### config.mk
export PLATFORM = sky130hd
export DESIGN_NAME = mem_port_arbiter
export DESIGN_NICKNAME = d
export VERILOG_FILES = /design/src/rtl/mem_arb_pkg.sv /design/src/rtl/mem_port_arbiter.sv
export SDC_FILE = /design/constraint.sdc
export NUM_CORES = 1
export LEC_CHECK = 0
export ABC_AREA = 0
export CORE_ASPECT_RATIO = 1.4
export CORE_MARGIN = 1.5
export CORE_UTILIZATION = 36
export DETAILED_ROUTE_END_ITERATION = 10
export GPL_TIMING_DRIVEN = 0
export PLACE_DENSITY = 0.82
export SYNTH_ARGS = -nofsm -noshare
export SYNTH_HDL_FRONTEND = slang
export SYNTH_SLANG_ARGS = --single-unit
### constraint.sdc
create_clock -name clk -period 3.1 [get_ports clk]
set_input_delay 0.62 -clock clk [delete_from_list [all_inputs] [get_ports clk]]
set_output_delay 0.62 -clock clk [all_outputs]
set_load 0.01 [all_outputs]
### src/rtl/mem_arb_pkg.sv
// ----------------------------------------------------------------------------
// Package : mem_arb_pkg
// Purpose : Shared types and constants for the unified memory port arbiter
//           that sits between the IF and MEM stages of the 5-stage pipeline.
// Contents: arb_state_t  - arbiter FSM states
//           SZ_B/H/W     - access size encodings (byte / half / word)
//           GRANT_I/D    - encodings of the last-grant register
//           mem_req_t    - latched memory request (we, size, addr, wdata)
//           fetch_req()  - builds the fixed-format fetch request
// Revision: 1.0 - initial release
// ----------------------------------------------------------------------------
`default_nettype none

package mem_arb_pkg;

  // Width of the latched request fields; the arbiter's AWIDTH/DWIDTH
  // parameters default to these and must match them.
  localparam int MEM_AWIDTH = 32;
  localparam int MEM_DWIDTH = 32;

  typedef enum logic [2:0] {
    IDLE   = 3'd0,
    I_REQ  = 3'd1,
    I_WAIT = 3'd2,
    D_REQ  = 3'd3,
    D_WAIT = 3'd4
  } arb_state_t;

  localparam logic [1:0] SZ_B = 2'd0;
  localparam logic [1:0] SZ_H = 2'd1;
  localparam logic [1:0] SZ_W = 2'd2;

  localparam logic GRANT_I = 1'b0;
  localparam logic GRANT_D = 1'b1;

  typedef struct packed {
    logic                  we;
    logic [1:0]            size;
    logic [MEM_AWIDTH-1:0] addr;
    logic [MEM_DWIDTH-1:0] wdata;
  } mem_req_t;

  // Instruction fetches are always word reads with no write data.
  function automatic mem_req_t fetch_req(input logic [MEM_AWIDTH-1:0] pc);
    mem_req_t r;
    r.we    = 1'b0;
    r.size  = SZ_W;
    r.addr  = pc;
    r.wdata = '0;
    return r;
  endfunction

endpackage

`default_nettype wire

### src/rtl/mem_port_arbiter.sv
// ----------------------------------------------------------------------------
// Module  : mem_port_arbiter
// Purpose : Shares one memory port between the instruction-fetch requester
//           and the MEM-stage load/store requester. One transaction is in
//           flight at a time; ties alternate between the two sides. Fetch
//           responses belonging to a flushed fetch are swallowed. A wait
//           counter aborts transactions that never complete.
// Ports   : clk, reset (async, active-high)
//           if_req/if_addr/if_kill   -> if_valid/if_rdata/if_stall
//           d_req/d_we/d_size/d_addr/d_wdata -> d_valid/d_rdata/d_stall
//           mem_req/mem_we/mem_size/mem_addr/mem_wdata <- mem_ready
//           mem_rvalid/mem_rdata     (response / store acknowledge)
//           err                      (sticky timeout flag)
// Revision: 1.0 - initial release
// ----------------------------------------------------------------------------
`default_nettype none

module mem_port_arbiter
  import mem_arb_pkg::*;
#(
  parameter int AWIDTH  = MEM_AWIDTH,
  parameter int DWIDTH  = MEM_DWIDTH,
  parameter int TIMEOUT = 255
) (
  input  logic              clk,
  input  logic              reset,
  // instruction fetch side
  input  logic              if_req,
  input  logic [AWIDTH-1:0] if_addr,
  input  logic              if_kill,
  output logic              if_valid,
  output logic [DWIDTH-1:0] if_rdata,
  output logic              if_stall,
  // data side
  input  logic              d_req,
  input  logic              d_we,
  input  logic [1:0]        d_size,
  input  logic [AWIDTH-1:0] d_addr,
  input  logic [DWIDTH-1:0] d_wdata,
  output logic              d_valid,
  output logic [DWIDTH-1:0] d_rdata,
  output logic              d_stall,
  // memory port
  output logic              mem_req,
  output logic              mem_we,
  output logic [1:0]        mem_size,
  output logic [AWIDTH-1:0] mem_addr,
  output logic [DWIDTH-1:0] mem_wdata,
  input  logic              mem_ready,
  input  logic              mem_rvalid,
  input  logic [DWIDTH-1:0] mem_rdata,
  // status
  output logic              err
);

  localparam logic [7:0] c_timeout = 8'(TIMEOUT);

  arb_state_t r_state, w_state_nxt;
  logic       r_last_grant, w_last_grant_nxt;
  logic       r_drop, w_drop_nxt;
  logic [7:0] r_cnt, w_cnt_nxt;
  logic       r_err, w_err_nxt;
  mem_req_t   r_req, w_req_nxt;

  logic       w_if_ok;
  logic       w_in_xfer;
  logic       w_timeout;

  // --------------------------------------------------------------------------
  // State register
  // --------------------------------------------------------------------------
  always_ff @(posedge clk or posedge reset) begin
    if (reset) begin
      r_state      <= IDLE;
      r_last_grant <= GRANT_D;
      r_drop       <= 1'b0;
      r_cnt        <= '0;
      r_err        <= 1'b0;
      r_req        <= '0;
    end else begin
      r_state      <= w_state_nxt;
      r_last_grant <= w_last_grant_nxt;
      r_drop       <= w_drop_nxt;
      r_cnt        <= w_cnt_nxt;
      r_err        <= w_err_nxt;
      r_req        <= w_req_nxt;
    end
  end

  // --------------------------------------------------------------------------
  // Next-state and output logic
  // --------------------------------------------------------------------------
  always_comb begin
    w_state_nxt      = r_state;
    w_last_grant_nxt = r_last_grant;
    w_drop_nxt       = r_drop;
    w_err_nxt        = r_err;
    w_req_nxt        = r_req;
    mem_req          = 1'b0;
    if_valid         = 1'b0;
    if_rdata         = '0;
    d_valid          = 1'b0;
    d_rdata          = '0;

    // A killed fetch in IDLE is not a request for this cycle.
    w_if_ok   = if_req & ~if_kill;
    w_in_xfer = (r_state != IDLE);
    w_timeout = w_in_xfer && (r_cnt == c_timeout);
    w_cnt_nxt = w_in_xfer ? r_cnt + 8'd1 : r_cnt;

    case (r_state)
      IDLE: begin
        // Data wins when it is alone or when fetch had the previous grant.
        if (d_req && (!w_if_ok || r_last_grant == GRANT_I)) begin
          w_state_nxt      = D_REQ;
          w_last_grant_nxt = GRANT_D;
          w_cnt_nxt        = '0;
          w_req_nxt.we     = d_we;
          w_req_nxt.size   = d_size;
          w_req_nxt.addr   = d_addr;
          w_req_nxt.wdata  = d_wdata;
        end else if (w_if_ok) begin
          w_state_nxt      = I_REQ;
          w_last_grant_nxt = GRANT_I;
          w_cnt_nxt        = '0;
          w_req_nxt        = fetch_req(if_addr);
        end
      end

      I_REQ: begin
        mem_req = 1'b1;
        if (if_kill) w_drop_nxt = 1'b1;
        if (w_timeout) begin
          w_state_nxt = IDLE;
          w_err_nxt   = 1'b1;
        end else if (mem_ready) begin
          w_state_nxt = I_WAIT;
        end
      end

      I_WAIT: begin
        if (if_kill) w_drop_nxt = 1'b1;
        // A real response takes precedence over a coincident timeout.
        if (mem_rvalid) begin
          w_state_nxt = IDLE;
          if (!r_drop && !if_kill) begin
            if_valid = 1'b1;
            if_rdata = mem_rdata;
          end
        end else if (w_timeout) begin
          w_state_nxt = IDLE;
          w_err_nxt   = 1'b1;
        end
      end

      D_REQ: begin
        mem_req = 1'b1;
        if (w_timeout) begin
          // Release the MEM stage with zero data so the pipeline cannot hang.
          w_state_nxt = IDLE;
          w_err_nxt   = 1'b1;
          d_valid     = 1'b1;
        end else if (mem_ready) begin
          w_state_nxt = D_WAIT;
        end
      end

      D_WAIT: begin
        if (mem_rvalid) begin
          w_state_nxt = IDLE;
          d_valid     = 1'b1;
          d_rdata     = mem_rdata;
        end else if (w_timeout) begin
          w_state_nxt = IDLE;
          w_err_nxt   = 1'b1;
          d_valid     = 1'b1;
        end
      end

      default: begin
        w_state_nxt = IDLE;
      end
    endcase

    if (w_state_nxt == IDLE) w_drop_nxt = 1'b0;
  end

  assign if_stall  = if_req & ~if_valid & ~if_kill;
  assign d_stall   = d_req & ~d_valid;

  assign mem_we    = r_req.we;
  assign mem_size  = r_req.size;
  assign mem_addr  = r_req.addr;
  assign mem_wdata = r_req.wdata;
  assign err       = r_err;

endmodule

`default_nettype wire

run_1/met2.png
Bar = 20 um.
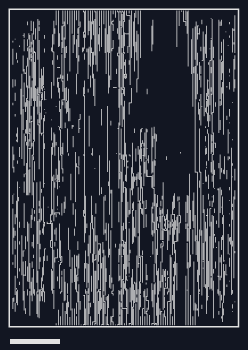
The wires run mostly vertical. 704 nets have wire on it. The layer carries 7120 um of wire.

run_1/final_placement.png
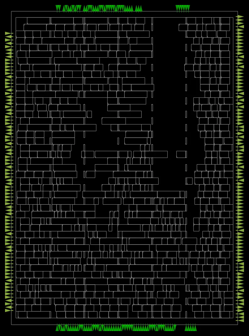
core box area: 10810 um^2
Core Rows: 45
count of inserted tapcells: 141
fillers: 801

run_1/cell_classes.png
Bar = 20 um. Fill, decap, tap and diode cells in grey.
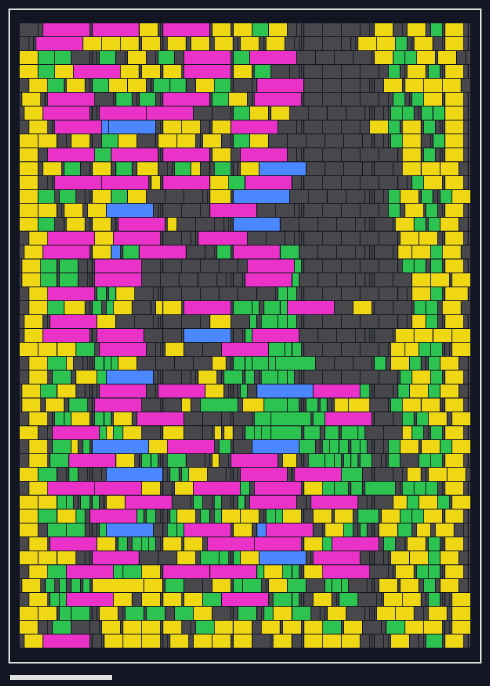
Yellow shows other buffers and delay cells, cells 305, share of their area 42%. Green shows all other logic, cells 264, share of their area 25%. Blue shows clock drivers and dummy loads, cells 16, share of their area 5.0%. Magenta shows flip-flops, cells 81, share of their area 28%.

run_1/clock_map.png
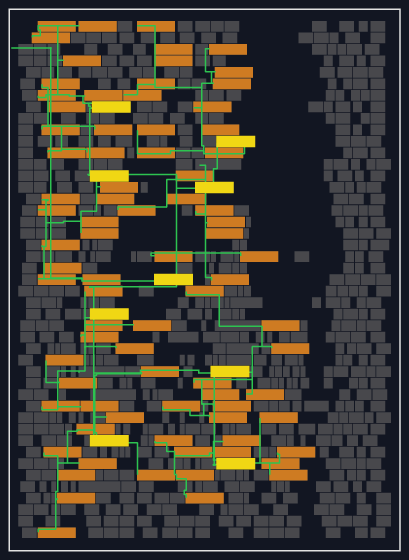
Orange shows flip-flops, count 81. Green shows clock wires, length 982 um. Yellow shows cells driving clock nets, count 9.
There are 10 routed clock nets.

==> flow_results.org, run 1 <==
* Implementation run

** Final layout
- Number of nets in the layout :: around 800
- Relative to the synthesized area, the layout overhead comes to 84.09%.

** Timing
- The worst path in the final design needs a cycle of 3019 ps, including I/O delays and setup.
- Setup violations remaining at the end of the flow were counted as 0.
- The final timing report lists a max-slew violation count of 0.
- Setup slack after layout :: 80.84 ps
- Relative slew margins :: 66.24%
- Hold is met by 473.0 ps.
- Part of the cycle the worst path needs :: 97.39%
- Number of endpoints with negative hold slack in the final report :: 0
- Tightest Pin Transition :: just over 500 ps
- Setup skew after layout :: 3.616 ps

** CTS
- Gates resized during post-CTS repair numbered 6.
- For this design, the CTS-stage hold fixing added 0 buffers.
- Clock latency of the later-clocked register in the worst-skew pair :: 330 ps
- In this run the deepest clock path goes through 2 buffers.
- The number of clock buffers added by TritonCTS is 9.
- Number of H-tree levels :: 3
- The tree is rooted in a sky130_fd_sc_hd__clkbuf_16.
- TritonCTS built the clock tree.

** Critical path
- Termination of the worst setup path :: d_rdata[16]
- The critical path starts at r_state[0]$_DFF_PP0_.
- The worst register-to-register path begins at r_state[1]$_DFF_PP0_.
- Worst path cell trace :: buf_4, or3b_4, nor2_4, clkbuf_4, and2_1, clkdlybuf4s50_1
- Number of buffers and inverters on the critical path :: 3
- Crit. End Element :: primary output
- Per STA, the highest per-stage delay on the worst path measures 540 ps.
- In this run the number of cells on the critical path is 6.
- By startpoint and endpoint, the worst setup path is classified as flop to primary output.
- WP data arrival :: 2400 ps
- Required time at the endpoint of the critical path :: 2480 ps
- Kind of start point of the critical path :: flop
- Worst Path Max Fanout :: 10

** Synth
- Library cell occupying the most area in the post-synthesis netlist :: sky130_fd_sc_hd__dfrtp_1
- Of the post-synthesis cell area, the part taken by muxes is 8.271%.
- Most frequent cell after synthesis :: sky130_fd_sc_hd__dfrtp_1
- Synthesis-stage register bit count :: 81
- Synthesis area per yosys :: approximately 4000 um^2
- Of the total synthesized cell area, the portion taken by AND-OR and OR-AND cells is between 10 and 15%.
- Commonest cells post-synth :: sky130_fd_sc_hd__dfrtp_1 (80), sky130_fd_sc_hd__and2_1 (64), sky130_fd_sc_hd__nand2_1 (37)
- Number of flops mapped to enable cells by yosys :: 0
- Share of synthesized area occupied by flip-flops and latches :: 50.78%
- Post-Synth XOR/XNOR Area :: 1.316%
- Per the Yosys statistics, synthesis produced around 370 cells.
- In this run, the synthesized area fraction spent on and/or/nand/nor cells is recorded as 19.27%.
- Top cells by area, synth :: sky130_fd_sc_hd__dfrtp_1 (50%), sky130_fd_sc_hd__and2_1 (10%), sky130_fd_sc_hd__mux2i_1 (8.3%)

** Place
- Routability-driven placement congestion ratio :: between 0.8 and 0.9

** Routing
- Metal3 WL :: approximately 1400 um
- Number of design-rule violations left by the first detailed-router iteration :: approximately 130
- The script logs the ratio of routed vias to standard cells as 4.886.
- Across all layers, the routed design uses between 3000 and 4000 vias.
- Detailed-route wire length per cell :: 16.41 um
- DR top layer :: met4
- TritonRoute reported its final design rule violation total as 0.
- The detail route stage leaves a number of antenna-violating nets equal to 0.
- Detailed-route wire length :: 13260 um

** Global route
- Pin count of the biggest net entering global routing :: roughly 47
- The first global-routing pass estimated around 21000 um of wire.
- The global routing stage identified its most utilized layer as met2.
- All-Layer GR Usage :: 23.11%
- Antenna violations before repair :: 0
- For this run the aggregate overflow at the end of global routing stands at 0.
- Global routing consumed, on the met3 layer, roughly 8.5% of the routing resources.

** Outcome
- Status :: completed

** Die
- Ports :: 275
- Measured along the x axis, the die boundary spans 92.02 um.
- Chip area :: 11740 um^2
- In this run the vertical extent of the chip is 127.6 um.

** Run
- The number of warnings reported in the stage logs is 27.

** Pwr
- Leak Pwr :: 3.215 nW
- Power per unit of standard cell area :: 767.4 nW/um^2
- The worst VDD IR drop from the latest analysis is 0.0004902 V.
- Summing internal, switching and leakage power gives around 5.6 mW.

** Hold path
- Hold path startpoint :: err$_DFFE_PP0P_
[run 1: cell type report]
cell class	instances	area (um^2)
inverters	5	21.27
fillers	801	3458
multi-input cells	259	1774
repair buffers	277	2788
flip-flops and latches	81	2028
clock inverters	6	130.1
well taps	141	176.4
clock buffers	10	229.0
plain buffers	28	202.7
diodes	1	2.502
[run 1: per-stage QoR]
step                util (%)  cell area [um^2]  setup TNS [ps]
finish                 68.01              7352               0
global route           67.99              7350          -33.53
CTS                    67.78              7327               0
detailed placement     64.22              6943           -5903
global placement       63.95              6913          -69010
floorplan                  -              3994               0
[run 1: power by group]
| part | switching [mW] | internal (mW) |
|---|---|---|
| Clock | 0.412 | 0.865 |
| Sequential | 0.257 | 1.51 |
| Combinational | 1.16 | 1.44 |
run_1/pdn.png
Pins as bars on the die edge. Tap cells in grey.
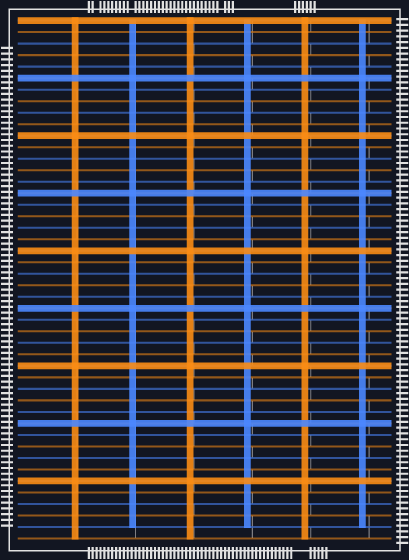

==> run 2, diff against run 1 <==
- CORE_UTILIZATION: 36 -> 30
- PLACE_DENSITY: 0.82 -> 0.7
run_2/pdn.png
Pins as bars on the die edge. Tap cells in grey.
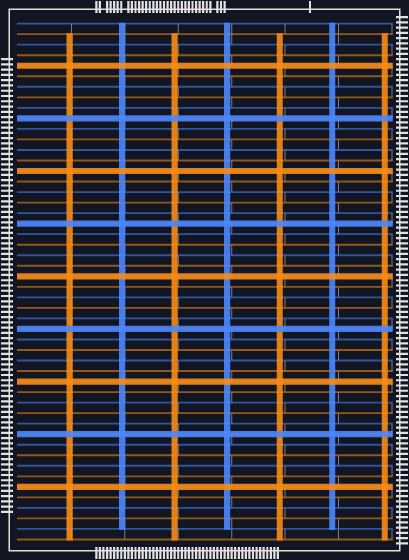
Orange shows VSS. Blue shows VDD.
The core has 49 rows. 178 tap cells. 50 met1 rails follow the rows.

==> run 2 against run 1 <==
Net effect:
- register-to-register slack got worse by 40 ps
- routed wire length is 7.8% higher
- sequential power hardly changed
- flip-flop count did not move
- hold slack got worse by 4.3 ps
- cell count rose by 5.1%
- utilization shrank 10 points
- cell area increased by 1.8%
- clock skew up 4.2 ps
- setup slack better by 23 ps
==> flow_results.org, run 2 <==
* Implementation run

** Outcome
- Status :: completed

** Synth
- Share of synthesized area occupied by flip-flops and latches :: 50.78% (unchanged)
- The count of flip-flops with a built-in enable after synthesis was 0 (unchanged).
- Post-Synth XOR/XNOR Area :: 1.316% (unchanged)
- Most frequent cell after synthesis :: sky130_fd_sc_hd__dfrtp_1
- The proportion of synthesized area in mux cells was 8.271% (unchanged).
- The simple-gate share of the synthesized area came to 19.27% (unchanged).
- In the synthesized netlist, the cells that appear most often are sky130_fd_sc_hd__dfrtp_1 (80), sky130_fd_sc_hd__and2_1 (64), sky130_fd_sc_hd__nand2_1 (37).
- sky130_fd_sc_hd__dfrtp_1 takes more of the synthesized area than any other cell.
- Area fraction in compound gates :: 14.91% (unchanged)

** CTS
- Num CTS Buffers :: 9 (unchanged)
- The depth of the CTS H-tree came to 3 (unchanged).
- Root Driver :: sky130_fd_sc_hd__clkbuf_16
- Number of buffers added to fix hold violations after cts :: 0 (unchanged)
- The insertion delay at the late pin of the worst-skew pair is 340 ps (about the same).
- The count of instances resized after the clock tree is built was 9 (+3).

** Timing
- Number of endpoints with negative hold slack in the final report :: 0 (unchanged)
- The worst hold margin is 468.7 ps (-4.254 ps).
- The minimum clock period came to 2996 ps (-22.83 ps).
- Relative slew margins :: 63.83% (-2.4 points)
- Total Negative Setup Slacks :: 0 ps (unchanged)
- The pin slew with the least headroom to its limit came to 539.0 ps (+32.65 ps).
- Count of pins over their slew limit :: 0 (unchanged)
- The final worst setup slack was 103.7 ps (+22.83 ps).
- The maximum clock skew at final layout was 7.815 ps (+4.199 ps).

** Routing
- Detailed-route wire length per cell :: 16.83 um (+2.6%)
- The detailed route wirelength on metal3 was 1559 um (+8.3%).
- Number of design-rule violations left by the first detailed-router iteration :: 119 (-9.8%)
- After detailed routing, no signal wire sits above met5.
- The overall routed net length is 14290 um (+7.8%).
- The DRC violation count after routing was 0 (unchanged).
- Number of vias per cell after detailed routing :: 4.661 (-4.6%)

** Pwr
- Cell-internal power :: 3.906 mW (+2.5%)
- The share of power burned in registers was 30.5% (-0.8 points).
- Power per unit of standard cell area :: 769.7 nW/um^2 (+0.30%)
- Combinational gate power :: 2.62 mW (about the same)
- The dominant power group in this design is combinational cells.
- Switching share of power :: 32.22% (-0.22 points)
- The portion of total power attributed to the clock network is 24.1% (+1.5 points).
- The power of the clock network was 1.39 mW (+9%).
- Power Sequential :: 1.76 mW (about the same)
- The net switching power figure was 1.857 mW (+1.4%).

** Global route
- The global routing stage identified its most utilized layer as met2.
- Antenna violations before repair :: 2 (+2)
- GRT Residual Overflow :: 0 (unchanged)
- The largest net degree at the start of global routing is 48 (+2.1%).

** Final layout
- The total non-filler cell area in the finished layout came to 7487 um^2 (+1.8%).
- Antenna diodes :: 1 (unchanged)
- Flop share of the area :: 27.09% (-0.50 points)
- The count of multi-input gates is 259 (unchanged).
- The sequential cell count of the final layout came to 81 (unchanged).
- Relative to the synthesized area, the layout overhead comes to 87.47%.
- The number of inverters outside the clock class in the layout is 5 (unchanged).
- The proportion of cell area spent on the clock network is 5.197% (+0.31 points).
- NonClk Buf Share :: 40.73% (+0.051 points)
- Among all cell classes, the greatest summed area belongs to non-clock buffers.
- Sequential standard cell area :: 2028 um^2 (unchanged)
- Multi-input logic portion of the cell area :: 23.70% (-0.44 points)

** Critical path
- Number of buffers and inverters on the critical path :: 3 (unchanged)
- WP data arrival :: 2380 ps (-20 ps)
- Worst Path Max Fanout :: 10 (unchanged)
- The worst setup path is captured at a primary output.

** Die
- The die span in x is 100.5 um (+9.2%).
- The area of the core region is 12940 um^2 (+20%).
- Ports :: 275 (unchanged)
- Chip area :: 14020 um^2 (+19%)
- The die boundary height came to 139.5 um (+9.3%).

** Run
- Number of logged tool warnings :: 26 (-3.7%)

** Place
- Routability-driven placement congestion ratio :: 0.7885 (-4.4%)
-- run 2: cell counts after synthesis --
Identical to the previous run, type by type.
-- run 2: final timing paths --
check | to | slack [ps] | from | cells past startpoint
max | if_rdata[14] | 100 | if_kill | 5
min | err$_DFFE_PP0P_ | 470 | err$_DFFE_PP0P_ | 1
max reg2reg | mem_addr[18]$_DFFE_PP0P_ | 1170 | r_state[1]$_DFF_PP0_ | 6
min reg2reg | err$_DFFE_PP0P_ | 470 | err$_DFFE_PP0P_ | 1
max in group asynchronous | r_last_grant$_DFFE_PP1P_ | 1800 | reset | 3
min in group asynchronous | mem_wdata[18]$_DFFE_PP0P_ | 650 | reset | 2
No activity file was given, so power comes from the tool's default toggle rates.
